$ cat config.mk
export PLATFORM = sky130hd
export DESIGN_NAME = uart_yukleyici
export DESIGN_NICKNAME = d
export VERILOG_FILES = /design/src/rtl/uart_yukleyici_pkg.sv /design/src/rtl/uart_yukleyici.sv
export SDC_FILE = /design/constraint.sdc
export NUM_CORES = 1
export LEC_CHECK = 0
export ABC_AREA = 1
export ABC_CLOCK_PERIOD_IN_PS = 4400
export CAP_MARGIN = 20
export CORE_ASPECT_RATIO = 1.5
export CORE_UTILIZATION = 55
export DETAILED_ROUTE_END_ITERATION = 6
export GPL_ROUTABILITY_DRIVEN = 0
export HOLD_SLACK_MARGIN = 0.15
export PLACE_DENSITY_LB_ADDON = 0.12
export SLEW_MARGIN = 20
export SYNTH_ARGS = -nofsm -noshare
export SYNTH_HDL_FRONTEND = slang
export SYNTH_SLANG_ARGS = --single-unit
$ cat constraint.sdc
create_clock -name clk_i -period 4.4 [get_ports clk_i]
set_input_delay 0.88 -clock clk_i [delete_from_list [all_inputs] [get_ports clk_i]]
set_output_delay 0.88 -clock clk_i [all_outputs]
set_load 0.005 [all_outputs]
$ cat src/rtl/uart_yukleyici_pkg.sv
// Shared constants and state encoding for the UART-driven bus loader.
package uart_yukleyici_pkg;

    localparam logic [7:0] YUKLE_CMD_YAZ = 8'h57;
    localparam logic [7:0] YUKLE_CMD_OKU = 8'h52;
    localparam logic [7:0] YUKLE_ONAY    = 8'h4B;
    localparam logic [7:0] YUKLE_HATA    = 8'h3F;

    typedef enum logic [2:0] {
        BOSTA       = 3'd0,
        ADRES_AL    = 3'd1,
        VERI_AL     = 3'd2,
        ISTEK       = 3'd3,
        YANIT_BEKLE = 3'd4,
        GONDER      = 3'd5
    } durum_t;

    function automatic logic komut_mu(input logic [7:0] bayt);
        return (bayt == YUKLE_CMD_YAZ) || (bayt == YUKLE_CMD_OKU);
    endfunction

endpackage

$ cat src/rtl/uart_yukleyici.sv
// UART byte-stream bus initiator: parses read/write packets, issues one cek
// request per packet and streams the acknowledge or read data back to tx.
module uart_yukleyici
    import uart_yukleyici_pkg::*;
#(
    parameter int ADRES_BIT   = 32,
    parameter int VERI_BIT    = 32,
    parameter int ZAMAN_ASIMI = 100000
) (
    input  logic                 clk_i,
    input  logic                 rst_i,
    input  logic [7:0]           rx_bayt_i,
    input  logic                 rx_gecerli_i,
    output logic                 rx_hazir_o,
    output logic [7:0]           tx_bayt_o,
    output logic                 tx_gecerli_o,
    input  logic                 tx_hazir_i,
    output logic [ADRES_BIT-1:0] cek_adres_o,
    output logic [VERI_BIT-1:0]  cek_veri_o,
    output logic                 cek_yaz_o,
    output logic                 cek_gecerli_o,
    input  logic                 cek_hazir_i,
    input  logic [VERI_BIT-1:0]  yanit_veri_i,
    input  logic                 yanit_gecerli_i,
    output logic                 yanit_hazir_o,
    output logic                 mesgul_o
);

    localparam int ZW = (ZAMAN_ASIMI > 2) ? $clog2(ZAMAN_ASIMI) : 1;
    localparam logic [ZW-1:0] ZAMAN_SON = ZW'(ZAMAN_ASIMI - 1);

    durum_t              durum;
    logic [1:0]          sayac;
    logic [ZW-1:0]       zaman;
    logic [VERI_BIT-1:0] tx_kaydirici;
    logic [2:0]          tx_sayi;

    assign tx_bayt_o = tx_kaydirici[7:0];

    // Every handshake flag is a register updated on the transition into its state.
    always_ff @(posedge clk_i) begin
        if (rst_i) begin
            durum         <= BOSTA;
            sayac         <= '0;
            zaman         <= '0;
            tx_kaydirici  <= '0;
            tx_sayi       <= '0;
            cek_adres_o   <= '0;
            cek_veri_o    <= '0;
            cek_yaz_o     <= 1'b0;
            cek_gecerli_o <= 1'b0;
            tx_gecerli_o  <= 1'b0;
            yanit_hazir_o <= 1'b0;
            rx_hazir_o    <= 1'b1;
            mesgul_o      <= 1'b0;
        end else begin
            case (durum)
                BOSTA: begin
                    if (rx_gecerli_i) begin
                        mesgul_o <= 1'b1;
                        if (komut_mu(rx_bayt_i)) begin
                            cek_yaz_o <= (rx_bayt_i == YUKLE_CMD_YAZ);
                            sayac     <= '0;
                            zaman     <= '0;
                            durum     <= ADRES_AL;
                        end else begin
                            tx_kaydirici <= VERI_BIT'(YUKLE_HATA);
                            tx_sayi      <= 3'd1;
                            rx_hazir_o   <= 1'b0;
                            tx_gecerli_o <= 1'b1;
                            durum        <= GONDER;
                        end
                    end
                end
                ADRES_AL: begin
                    // An arriving byte outranks an expiring timeout in the same cycle.
                    if (rx_gecerli_i) begin
                        cek_adres_o <= {rx_bayt_i, cek_adres_o[ADRES_BIT-1:8]};
                        sayac       <= sayac + 2'd1;
                        zaman       <= '0;
                        if (sayac == 2'd3) begin
                            if (cek_yaz_o) begin
                                durum <= VERI_AL;
                            end else begin
                                rx_hazir_o    <= 1'b0;
                                cek_gecerli_o <= 1'b1;
                                durum         <= ISTEK;
                            end
                        end
                    end else if (zaman == ZAMAN_SON) begin
                        mesgul_o <= 1'b0;
                        durum    <= BOSTA;
                    end else begin
                        zaman <= zaman + 1'b1;
                    end
                end
                VERI_AL: begin
                    if (rx_gecerli_i) begin
                        cek_veri_o <= {rx_bayt_i, cek_veri_o[VERI_BIT-1:8]};
                        sayac      <= sayac + 2'd1;
                        zaman      <= '0;
                        if (sayac == 2'd3) begin
                            rx_hazir_o    <= 1'b0;
                            cek_gecerli_o <= 1'b1;
                            durum         <= ISTEK;
                        end
                    end else if (zaman == ZAMAN_SON) begin
                        mesgul_o <= 1'b0;
                        durum    <= BOSTA;
                    end else begin
                        zaman <= zaman + 1'b1;
                    end
                end
                ISTEK: begin
                    if (cek_hazir_i) begin
                        cek_gecerli_o <= 1'b0;
                        if (cek_yaz_o) begin
                            tx_kaydirici <= VERI_BIT'(YUKLE_ONAY);
                            tx_sayi      <= 3'd1;
                            tx_gecerli_o <= 1'b1;
                            durum        <= GONDER;
                        end else begin
                            yanit_hazir_o <= 1'b1;
                            durum         <= YANIT_BEKLE;
                        end
                    end
                end
                YANIT_BEKLE: begin
                    if (yanit_gecerli_i) begin
                        tx_kaydirici  <= yanit_veri_i;
                        tx_sayi       <= 3'd4;
                        yanit_hazir_o <= 1'b0;
                        tx_gecerli_o  <= 1'b1;
                        durum         <= GONDER;
                    end
                end
                GONDER: begin
                    if (tx_hazir_i) begin
                        tx_kaydirici <= tx_kaydirici >> 8;
                        tx_sayi      <= tx_sayi - 3'd1;
                        if (tx_sayi == 3'd1) begin
                            tx_gecerli_o <= 1'b0;
                            rx_hazir_o   <= 1'b1;
                            mesgul_o     <= 1'b0;
                            durum        <= BOSTA;
                        end
                    end
                end
                default: durum <= BOSTA;
            endcase
        end
    end

endmodule

==> results.json <==
{
  "dieArea_um2": 11300,
  "async_flop_share_pct": 0,
  "power_leakage_nw": 3.22,
  "drtAntennaViolNets": 0,
  "vias": 6062,
  "pin_count": 124,
  "intPower_w": 0.00292,
  "min_period_over_period_pct": 70.7,
  "fin_nets": 1018,
  "antenna_found_initial": 0,
  "cts_tree": "yes",
  "top_cell_area_share_pct": 42.6,
  "grt_pass1_vias": 5688,
  "flop_area_um2": 2540,
  "grt_start_max_net_pins": 50,
  "row_count": 46,
  "syn_inst": 872,
  "cts_resized": 0,
  "fp.dieH_um": 130,
  "clock_skew_ns": 0.00778,
  "syn_avg_cell_area_um2": 6.85,
  "critPathMaxFanout": 38,
  "status": "finished with violations",
  "grt_overflow": 0,
  "rsz0062_at_grt": "false",
  "power_w": 0.00463,
  "finalSetupViolations": 0,
  "clkLatencyLatePin_ns": 0.42,
  "cts_root_buf": "clkbuf_16",
  "htree_levels": 4,
  "hold-path-cell-count": 2,
  "min_from": "cek_veri_o[4]",
  "max_freq_mhz": 322,
  "tool_warnings": 27,
  "portBuffers": 123,
  "top_cell": "nor2_1",
  "violations": "design-rule violations",
  "ys_chip_area_um2": 5970,
  "regToRegSetupSlack_ns": 1.35,
  "cp-start-kind": "primary input",
  "synth_cell_types": 35,
  "r2r_cells": 9,
  "ys_cells": 872,
  "power_switching_w": 0.00170,
  "remaining_drc_errors": 2,
  "drive_gt1_share_pct": 7.24,
  "holdBufCountCts": 0,
  "worstSetupPathType": "in2reg",
  "min_to": "cek_veri_o[4]",
  "worstPathRequired_ns": 4.76
}
## layer usage
layer  track usage [%]  share of wire (%)
met1              29.8                 38
met2              50.8                 52
met4              10.7                2.1
met3              9.43                7.8
met5                 0                  0
## worst max-delay path, cell delays in order
cell and delay [ns]:
clkdlybuf4s50_1 0.75, inv_1 0.36, nand2_1 0.18, nand3_1 0.09
nor2_1 0.17, nand2_2 0.06, buf_4 0.25, inv_2 0.46
nor2_1 0.11, nor2_1 0.12
## how the worst max path moves through the flow
stage	end	start	slack, ns
2_1_floorplan	tx_sayi[2]	rx_bayt_i[7]	2.37
3_3_place_gp	tx_kaydirici[5]	rx_gecerli_i	1.11
3_5_place_dp	tx_kaydirici[25]	rx_gecerli_i	0.96
4_1_cts	tx_kaydirici[25]	rx_gecerli_i	1.37
5_1_grt	tx_kaydirici[3]	rx_gecerli_i	1.10
6_report	tx_kaydirici[25]	rx_gecerli_i	1.29
## power groups by stage
stage / registers (W) / logic, W / clock network, W
finish: 0.00160 / 0.00160 / 0.00142
global route: 0.00163 / 0.00181 / 0.00148
CTS: 0.00160 / 0.00160 / 0.00143
detailed placement: 0.00162 / 0.00158 / 0
global placement: 0.00161 / 0.00153 / 0
floorplan: 0.00157 / 0.00120 / 0
## final cells by class
type / count / area share (%)
Clock inverter: 13 / 1.96
Inverter: 93 / 4.56
Sequential cell: 127 / 32.7
Tap cell: 144 / 2.32
Timing Repair Buffer: 130 / 16.7
Multi-Input combinational cell: 599 / 35.9
Clock buffer: 19 / 5.83
## state kept, by name, summed over array words and instances, names as in the netlist
| signal | cells |
|---|---|
| tx_gecerli_o | 1 |
| yanit_hazir_o | 1 |
| rx_hazir_o | 1 |
| tx_sayi | 3 |
| durum | 3 |
| sayac | 2 |
| zaman | 17 |
| cek_veri_o | 32 |
| cek_gecerli_o | 1 |
| cek_adres_o | 32 |
| tx_kaydirici | 32 |
| mesgul_o | 1 |
| cek_yaz_o | 1 |
## stage by stage
| stage | cells | utilization, % | hold slack [ns] |
|---|---|---|---|
| floorplan | 872 | - | 0.423 |
| global placement | 1093 | 67.7 | 0.434 |
| detailed placement | 1093 | 67.7 | 0.436 |
| CTS | 1125 | 73.4 | 0.445 |
| global route | 1125 | 73.4 | 0.474 |
| finish | 1125 | 73.4 | 0.443 |
## layout by cell type (no fill, tap or decap), types with 5 or more instances in the layout
cell type and n:
clkbuf_16 17, nand3_1 56, nand2_1 140, a21oi_1 56, inv_1 85, nor2_4 5, nor3_1 12, inv_2 5
nand4_1 16, inv_6 5, o21ai_0 79, buf_4 6, dfxtp_1 127, or2_2 5, o21ai_1 26, clkdlybuf4s50_1 123
nor2_1 178
## cells by family after synthesis
family	share of synthesized area, %
AND-OR/OR-AND	14.7
adder cells (fa/ha/maj)	0.838
flip-flops	42.6
buffers and inverters	10.8
AND/OR/NAND/NOR	30.9
XOR/XNOR	0.147
Sizing map:
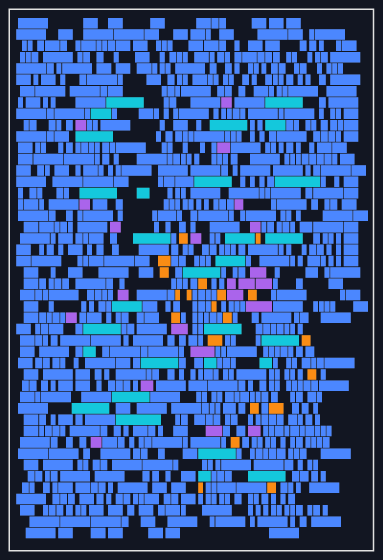
- blue: drive 1 or less (cells 910; most used nor2_1)
- purple: drive 3 to 4 (cells 22; most used buf_4)
- cyan: drive 6 and up (cells 29; most used clkbuf_16)
- orange: drive 2 (cells 20)
cell area after layout: 7770 um2
Layout area overhead: 30.1%
final setup margin: 1.29 ns

Routing congestion:
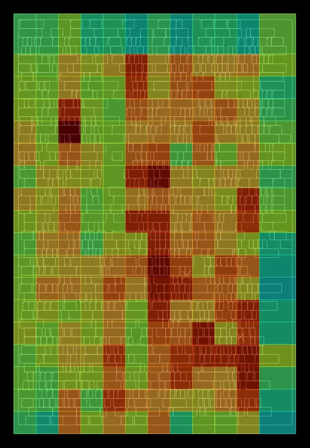
met2 usage: 50.8%
final core occ: 73.4%
GR peak layer: met2
met1 Use GR: 29.8%

Selected gate families:
Scale bar: 20 um.
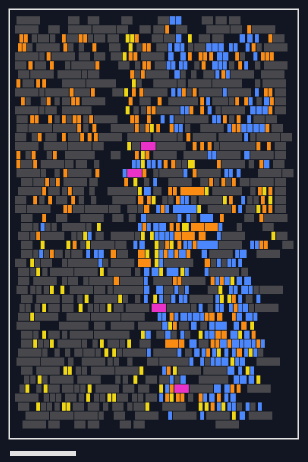
- blue: NAND gates (cells 221)
- orange: NOR gates (cells 199; where spread over the die)
- yellow: inverters (cells 93)
- magenta: adder and majority cells (cells 4)

Clock network drawn from the DEF:
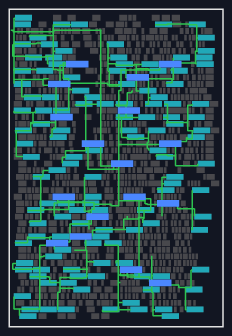
- cyan: flip-flops (count 127)
- blue: cells driving clock nets (count 17)
- green: clock wires (length 1550 um)
- flops lie: spread over the die

No activity file was given, so power comes from the tool's default toggle rates.
